File: config.mk
export PLATFORM = sky130hd
export DESIGN_NAME = mem_write_buffer_flat
export DESIGN_NICKNAME = d
export VERILOG_FILES = /design/src/rtl/mem_wb_pkg.sv /design/src/rtl/mem_write_buffer_if.sv /design/src/rtl/wb_fifo.sv /design/src/rtl/mem_write_buffer.sv /design/src/flat_wrapper.sv
export SDC_FILE = /design/constraint.sdc
export NUM_CORES = 1
export LEC_CHECK = 0
export ABC_AREA = 1
export ABC_CLOCK_PERIOD_IN_PS = 5380
export CAP_MARGIN = 20
export CELL_PAD_IN_SITES_DETAIL_PLACEMENT = 0
export CELL_PAD_IN_SITES_GLOBAL_PLACEMENT = 1
export CORE_ASPECT_RATIO = 1.2
export CORE_MARGIN = 1.5
export CORE_UTILIZATION = 25
export CTS_CLUSTER_SIZE = 28
export DETAILED_ROUTE_END_ITERATION = 8
export PLACE_DENSITY = 0.53
export SYNTH_ARGS = -nofsm -noshare
export SYNTH_HDL_FRONTEND = slang
export SYNTH_SLANG_ARGS = --single-unit
File: constraint.sdc
create_clock -name clk -period 5.38 [get_ports clk]
set_input_delay 1.076 -clock clk [delete_from_list [all_inputs] [get_ports clk]]
set_output_delay 1.076 -clock clk [all_outputs]
set_load 0.02 [all_outputs]
File: src/rtl/mem_wb_pkg.sv
// Shared types for the posted-write buffer: FSM states, buffered write entry
// and the registered memory-side command.
package mem_wb_pkg;

  typedef enum logic [2:0] {
    IDLE,
    DRAIN_REQ,
    DRAIN_WAIT,
    READ_REQ,
    READ_WAIT
  } wb_state_e;

  typedef struct packed {
    logic [31:0] addr;
    logic [31:0] wdata;
    logic [3:0]  be;
  } wb_entry_t;

  localparam int WB_ENTRY_W = 68;

  typedef struct packed {
    logic        req;
    logic        we;
    logic [31:0] addr;
    logic [31:0] wdata;
    logic [3:0]  be;
  } mem_cmd_t;

  function automatic mem_cmd_t drain_cmd(input wb_entry_t e);
    drain_cmd = '{req: 1'b1, we: 1'b1, addr: e.addr, wdata: e.wdata, be: e.be};
  endfunction

  // Line fills always fetch the whole word.
  function automatic mem_cmd_t read_cmd(input logic [31:0] addr);
    read_cmd = '{req: 1'b1, we: 1'b0, addr: addr, wdata: 32'h0, be: 4'hF};
  endfunction

endpackage

File: src/rtl/mem_write_buffer_if.sv
// req/gnt/rvalid word bus; the requester uses the master modport, the
// responder the slave modport.
interface mem_write_buffer_if;
  logic [31:0] addr;
  logic [31:0] wdata;
  logic        we;
  logic        req;
  logic [3:0]  be;
  logic [31:0] rdata;
  logic        gnt;
  logic        rvalid;
  logic        error;

  modport master (
    output addr, wdata, we, req, be,
    input  rdata, gnt, rvalid, error
  );

  modport slave (
    input  addr, wdata, we, req, be,
    output rdata, gnt, rvalid, error
  );
endinterface

File: src/rtl/wb_fifo.sv
// Synchronous FIFO of buffered write entries with a combinational head view.
// The caller never pushes when full nor pops when empty.
module wb_fifo
  import mem_wb_pkg::*;
#(
  parameter int DEPTH = 4
) (
  input  logic                     clk,
  input  logic                     reset,
  input  logic                     push,
  input  wb_entry_t                push_data,
  input  logic                     pop,
  output wb_entry_t                head,
  output logic                     full,
  output logic                     empty,
  output logic [$clog2(DEPTH):0]   count
);

  localparam int AW = $clog2(DEPTH);
  localparam logic [AW-1:0] PTR_ONE  = AW'(1);
  localparam logic [AW:0]   CNT_ONE  = (AW+1)'(1);
  localparam logic [AW:0]   CNT_FULL = (AW+1)'(DEPTH);

  logic [WB_ENTRY_W-1:0] mem_q [DEPTH];
  logic [AW-1:0]         wr_ptr_q, wr_ptr_d;
  logic [AW-1:0]         rd_ptr_q, rd_ptr_d;
  logic [AW:0]           count_q, count_d;

  always_comb begin
    wr_ptr_d = wr_ptr_q;
    rd_ptr_d = rd_ptr_q;
    count_d  = count_q;
    if (push) wr_ptr_d = wr_ptr_q + PTR_ONE;
    if (pop)  rd_ptr_d = rd_ptr_q + PTR_ONE;
    if (push && !pop) begin
      count_d = count_q + CNT_ONE;
    end else if (pop && !push) begin
      count_d = count_q - CNT_ONE;
    end
  end

  always_ff @(posedge clk or posedge reset) begin
    if (reset) begin
      wr_ptr_q <= '0;
      rd_ptr_q <= '0;
      count_q  <= '0;
    end else begin
      wr_ptr_q <= wr_ptr_d;
      rd_ptr_q <= rd_ptr_d;
      count_q  <= count_d;
    end
  end

  // Payload storage carries no reset; occupancy is tracked by count alone.
  always_ff @(posedge clk) begin
    if (push) mem_q[wr_ptr_q] <= push_data;
  end

  assign head  = wb_entry_t'(mem_q[rd_ptr_q]);
  assign full  = (count_q == CNT_FULL);
  assign empty = (count_q == '0);
  assign count = count_q;

endmodule

File: src/rtl/mem_write_buffer.sv
// Posted-write buffer: cache writes are acked at once and drained to memory in
// order; reads wait until the buffer is empty, which keeps read-after-write order.
module mem_write_buffer
  import mem_wb_pkg::*;
#(
  parameter int DEPTH = 4
) (
  input  logic               clk,
  input  logic               reset,
  mem_write_buffer_if.slave  cache,
  mem_write_buffer_if.master mem,
  output logic               wr_err_o,
  output logic               empty_o
);

  localparam int CW = $clog2(DEPTH) + 1;

  wb_state_e   state_q, state_d;
  mem_cmd_t    cmd_q, cmd_d;
  logic [31:0] cache_rdata_q, cache_rdata_d;
  logic        cache_rvalid_q, cache_rvalid_d;
  logic        wr_err_q, wr_err_d;

  wb_entry_t   head;
  wb_entry_t   push_entry;
  logic        fifo_full, fifo_empty;
  logic [CW-1:0] fifo_count;
  logic        wr_gnt, rd_gnt, pop;

  // Full is judged on the registered count, so a same-cycle pop never frees a slot.
  assign wr_gnt = cache.req & cache.we & ~fifo_full &
                  (state_q != READ_REQ) & (state_q != READ_WAIT);
  assign rd_gnt = cache.req & ~cache.we & fifo_empty & (state_q == IDLE);
  assign pop    = (state_q == DRAIN_REQ) & mem.gnt;

  assign push_entry = '{addr: cache.addr, wdata: cache.wdata, be: cache.be};

  wb_fifo #(
    .DEPTH (DEPTH)
  ) u_fifo (
    .clk       (clk),
    .reset     (reset),
    .push      (wr_gnt),
    .push_data (push_entry),
    .pop       (pop),
    .head      (head),
    .full      (fifo_full),
    .empty     (fifo_empty),
    .count     (fifo_count)
  );

  always_comb begin
    state_d        = state_q;
    cmd_d          = cmd_q;
    cache_rdata_d  = cache_rdata_q;
    cache_rvalid_d = wr_gnt;
    wr_err_d       = wr_err_q;
    unique case (state_q)
      IDLE: begin
        if (!fifo_empty) begin
          state_d = DRAIN_REQ;
          cmd_d   = drain_cmd(head);
        end else if (rd_gnt) begin
          state_d = READ_REQ;
          cmd_d   = read_cmd(cache.addr);
        end
      end
      DRAIN_REQ: begin
        if (mem.gnt) begin
          state_d = DRAIN_WAIT;
          cmd_d   = '0;
        end
      end
      DRAIN_WAIT: begin
        if (mem.rvalid) begin
          wr_err_d = wr_err_q | mem.error;
          if (!fifo_empty) begin
            state_d = DRAIN_REQ;
            cmd_d   = drain_cmd(head);
          end else begin
            state_d = IDLE;
          end
        end
      end
      READ_REQ: begin
        if (mem.gnt) begin
          state_d = READ_WAIT;
          cmd_d   = '0;
        end
      end
      READ_WAIT: begin
        if (mem.rvalid) begin
          cache_rdata_d  = mem.rdata;
          cache_rvalid_d = 1'b1;
          state_d        = IDLE;
        end
      end
      default: begin
        state_d = IDLE;
        cmd_d   = '0;
      end
    endcase
  end

  always_ff @(posedge clk or posedge reset) begin
    if (reset) begin
      state_q        <= IDLE;
      cmd_q          <= '0;
      cache_rdata_q  <= '0;
      cache_rvalid_q <= 1'b0;
      wr_err_q       <= 1'b0;
    end else begin
      state_q        <= state_d;
      cmd_q          <= cmd_d;
      cache_rdata_q  <= cache_rdata_d;
      cache_rvalid_q <= cache_rvalid_d;
      wr_err_q       <= wr_err_d;
    end
  end

  assign cache.gnt    = wr_gnt | rd_gnt;
  assign cache.rdata  = cache_rdata_q;
  assign cache.rvalid = cache_rvalid_q;
  assign cache.error  = 1'b0;

  assign mem.req   = cmd_q.req;
  assign mem.we    = cmd_q.we;
  assign mem.addr  = cmd_q.addr;
  assign mem.wdata = cmd_q.wdata;
  assign mem.be    = cmd_q.be;

  assign wr_err_o = wr_err_q;
  assign empty_o  = fifo_empty & (state_q != DRAIN_REQ) & (state_q != DRAIN_WAIT);

endmodule

File: src/flat_wrapper.sv
// flat-port wrapper written by rule: the top's interface ports become plain ports
module mem_write_buffer_flat import mem_wb_pkg::*;
#(
  parameter int DEPTH = 4
)
  (clk, reset, wr_err_o, empty_o, cache_addr, cache_wdata, cache_we, cache_req, cache_be, cache_rdata, cache_gnt, cache_rvalid, cache_error, mem_addr, mem_wdata, mem_we, mem_req, mem_be, mem_rdata, mem_gnt, mem_rvalid, mem_error);
  mem_write_buffer_if cache_i ();
  mem_write_buffer_if mem_i ();
  input  logic clk;
  input  logic reset;
  output logic wr_err_o;
  output logic empty_o;
  input wire logic [$bits(cache_i.addr)-1:0] cache_addr;
  input wire logic [$bits(cache_i.wdata)-1:0] cache_wdata;
  input wire logic [$bits(cache_i.we)-1:0] cache_we;
  input wire logic [$bits(cache_i.req)-1:0] cache_req;
  input wire logic [$bits(cache_i.be)-1:0] cache_be;
  output wire logic [$bits(cache_i.rdata)-1:0] cache_rdata;
  output wire logic [$bits(cache_i.gnt)-1:0] cache_gnt;
  output wire logic [$bits(cache_i.rvalid)-1:0] cache_rvalid;
  output wire logic [$bits(cache_i.error)-1:0] cache_error;
  output wire logic [$bits(mem_i.addr)-1:0] mem_addr;
  output wire logic [$bits(mem_i.wdata)-1:0] mem_wdata;
  output wire logic [$bits(mem_i.we)-1:0] mem_we;
  output wire logic [$bits(mem_i.req)-1:0] mem_req;
  output wire logic [$bits(mem_i.be)-1:0] mem_be;
  input wire logic [$bits(mem_i.rdata)-1:0] mem_rdata;
  input wire logic [$bits(mem_i.gnt)-1:0] mem_gnt;
  input wire logic [$bits(mem_i.rvalid)-1:0] mem_rvalid;
  input wire logic [$bits(mem_i.error)-1:0] mem_error;
  assign cache_i.addr = cache_addr;
  assign cache_i.wdata = cache_wdata;
  assign cache_i.we = cache_we;
  assign cache_i.req = cache_req;
  assign cache_i.be = cache_be;
  assign cache_rdata = cache_i.rdata;
  assign cache_gnt = cache_i.gnt;
  assign cache_rvalid = cache_i.rvalid;
  assign cache_error = cache_i.error;
  assign mem_addr = mem_i.addr;
  assign mem_wdata = mem_i.wdata;
  assign mem_we = mem_i.we;
  assign mem_req = mem_i.req;
  assign mem_be = mem_i.be;
  assign mem_i.rdata = mem_rdata;
  assign mem_i.gnt = mem_gnt;
  assign mem_i.rvalid = mem_rvalid;
  assign mem_i.error = mem_error;
  mem_write_buffer #(.DEPTH(DEPTH)) u_core (.clk(clk), .reset(reset), .cache(cache_i), .mem(mem_i), .wr_err_o(wr_err_o), .empty_o(empty_o));
endmodule
==> changes_impl.md <==
### Changed

- Status: finished, final reports clean
- Pwr Total: 11.5 mW
- Placed Area: 19700 sq um
- CP Class: in2out
- Critical path endpoint: cache_gnt
- Initial antenna violation count: 4
- Crit. End Element: primary output
- Crit. path cell count: 6
- Yosys stat area: 16600 sq um
- Vias: 11600
- Clock network power: 2.78 mW
- Fmax: 248 MHz
- # fillers: 6774
- Total track usage: 0.140
- Post-cts resize count: 0
- Drt drc: 0
- Non-clk bufs: 234
- Top pwr grp: combinational cells
- Reg2Reg Depth: 9
- Sequential share of power: 0.364
- Top cells by count, synth: 828 x nand2_1, 272 x edfxtp_1, 179 x inv_1
- Logic cell area: 4490 sq um
- Area fraction in mux cells: 0
- Layout Utilization: 0.319
- Starting DRT DRC Count: 488
- Gate power share: 0.394
- Register-to-register setup slack: 2.53 ns
- Yosys simple share: 0.248
- Largest cell class: flip-flops and latches
- Area contributors post-synth: edfxtp_1 49%, nand2_1 19%, dfrtp_1 17%
- Postcts setup bufs: 0
- Buf/Inv on CP: 3
- Nets@finish: 2045
- Fin crit share: 0.751
- CTS Root Cell: clkbuf_16
- CTS tree: built
- #MultiIn Comb: 1083
- Async SR Flop Fraction: 0.295
- Worst skew pair latency: 0.56 ns
- IO Port Bufs: 212
- Post-Synthesis Cells: 1739
- HP Start: u_core.cache.rdata[13]$_DFFE_PP0P_
- Post-synth EDFFs: 272
- Commonest Layout Cell: nand2_1
- Xor/xnor share of the synthesized area: 0.00211
- Syn nets: 1852
- Hold path depth: 2
- R2R Path End: u_core.mem.wdata[27]$_DFFE_PP0P_
- Clk buf depth: 3
- First-pass GRT wire length: 72200 microns
- Top non-seq family: simple AND/OR/NAND/NOR gates
- Setup violators final: 0
- H-tree depth: 2
- Fraction of area in multi-input gates: 0.214
- Worst VDD drop: 0.000279 V
- Worst-Margin Slew: 0.966 ns
- Synth Area in Adders: 0.00498
- Registers: 386
- Cell row count: 103
## per-layer routing
layer  vias up  GRT usage  wire, microns
li1       5867          -              -
met1      5503      0.171          20300
met2       195      0.254          23900
met3        65     0.0236           1700
met4         6     0.0377           1040
met5         -          0             52
## state kept, by name, indices dropped and copies added (netlist names)
register                cells
u_core.u_fifo.mem_q       272
u_core.cache.rdata         32
u_core.mem.addr            32
u_core.mem.wdata           32
u_core.mem.be               4
u_core.state_q              3
u_core.u_fifo.count         3
u_core.u_fifo.rd_ptr_q      2
u_core.u_fifo.wr_ptr_q      2
u_core.cache.rvalid         1
u_core.mem.req              1
u_core.mem.we               1
u_core.wr_err_o             1
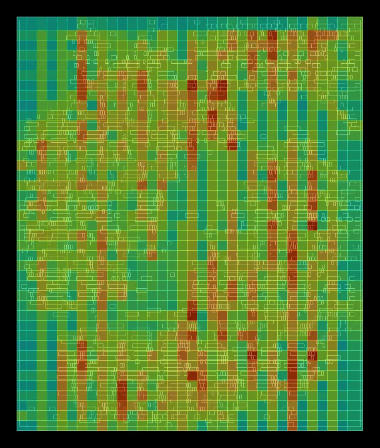
(track usage over the die)
Routed WL per cell: 16.7 microns
GR Util met1: 0.171
GRT met3 Usage: 0.0236

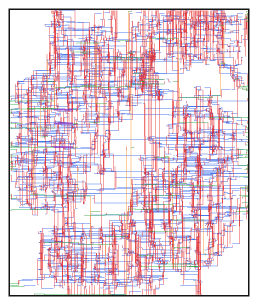
(routed metal, one colour a layer)
Scale: 1 px per micron.
red -> metal 2  # wire length 23.9 mm
orange -> metal 4  # wire length 1040 microns
blue -> metal 1  # wire length 20.3 mm
green -> metal 3  # wire length 1700 microns
purple -> metal 5  # wire length 52.4 microns

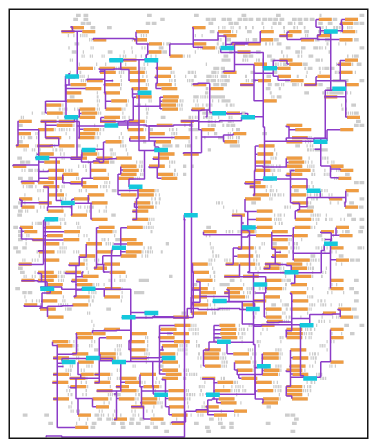
(clock distribution)
Scale: 1.5 px per micron.
orange -> flip-flops  # count 386
cyan -> clock drivers  # count 43
purple -> clock wires  # length 5710 microns
routed clock nets = 44
flops lie = widely spread

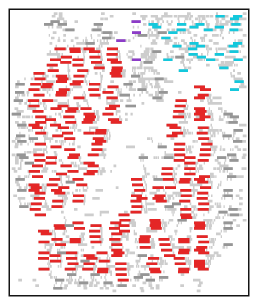
(sequential cells coloured by netlist name)
Scale: 1 px per micron.
cyan -> u_core.cache.rdata  # placed flops 32, where upper right
red -> u_core.u_fifo.mem_q  # placed flops 272, where widely spread
purple -> u_core.mem.be  # placed flops 4, where top centre
not coloured = 78

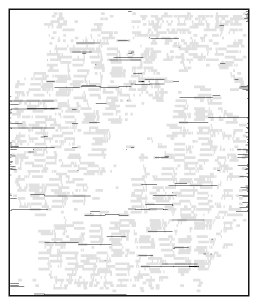
(signal wires on met3)
Scale: 1 px per micron.
main direction = horizontal
longest straight run = 81.9 microns
wire length on this layer = 1700 microns
nets with wire on the layer = 115

No activity file was given, so power comes from the tool's default toggle rates.
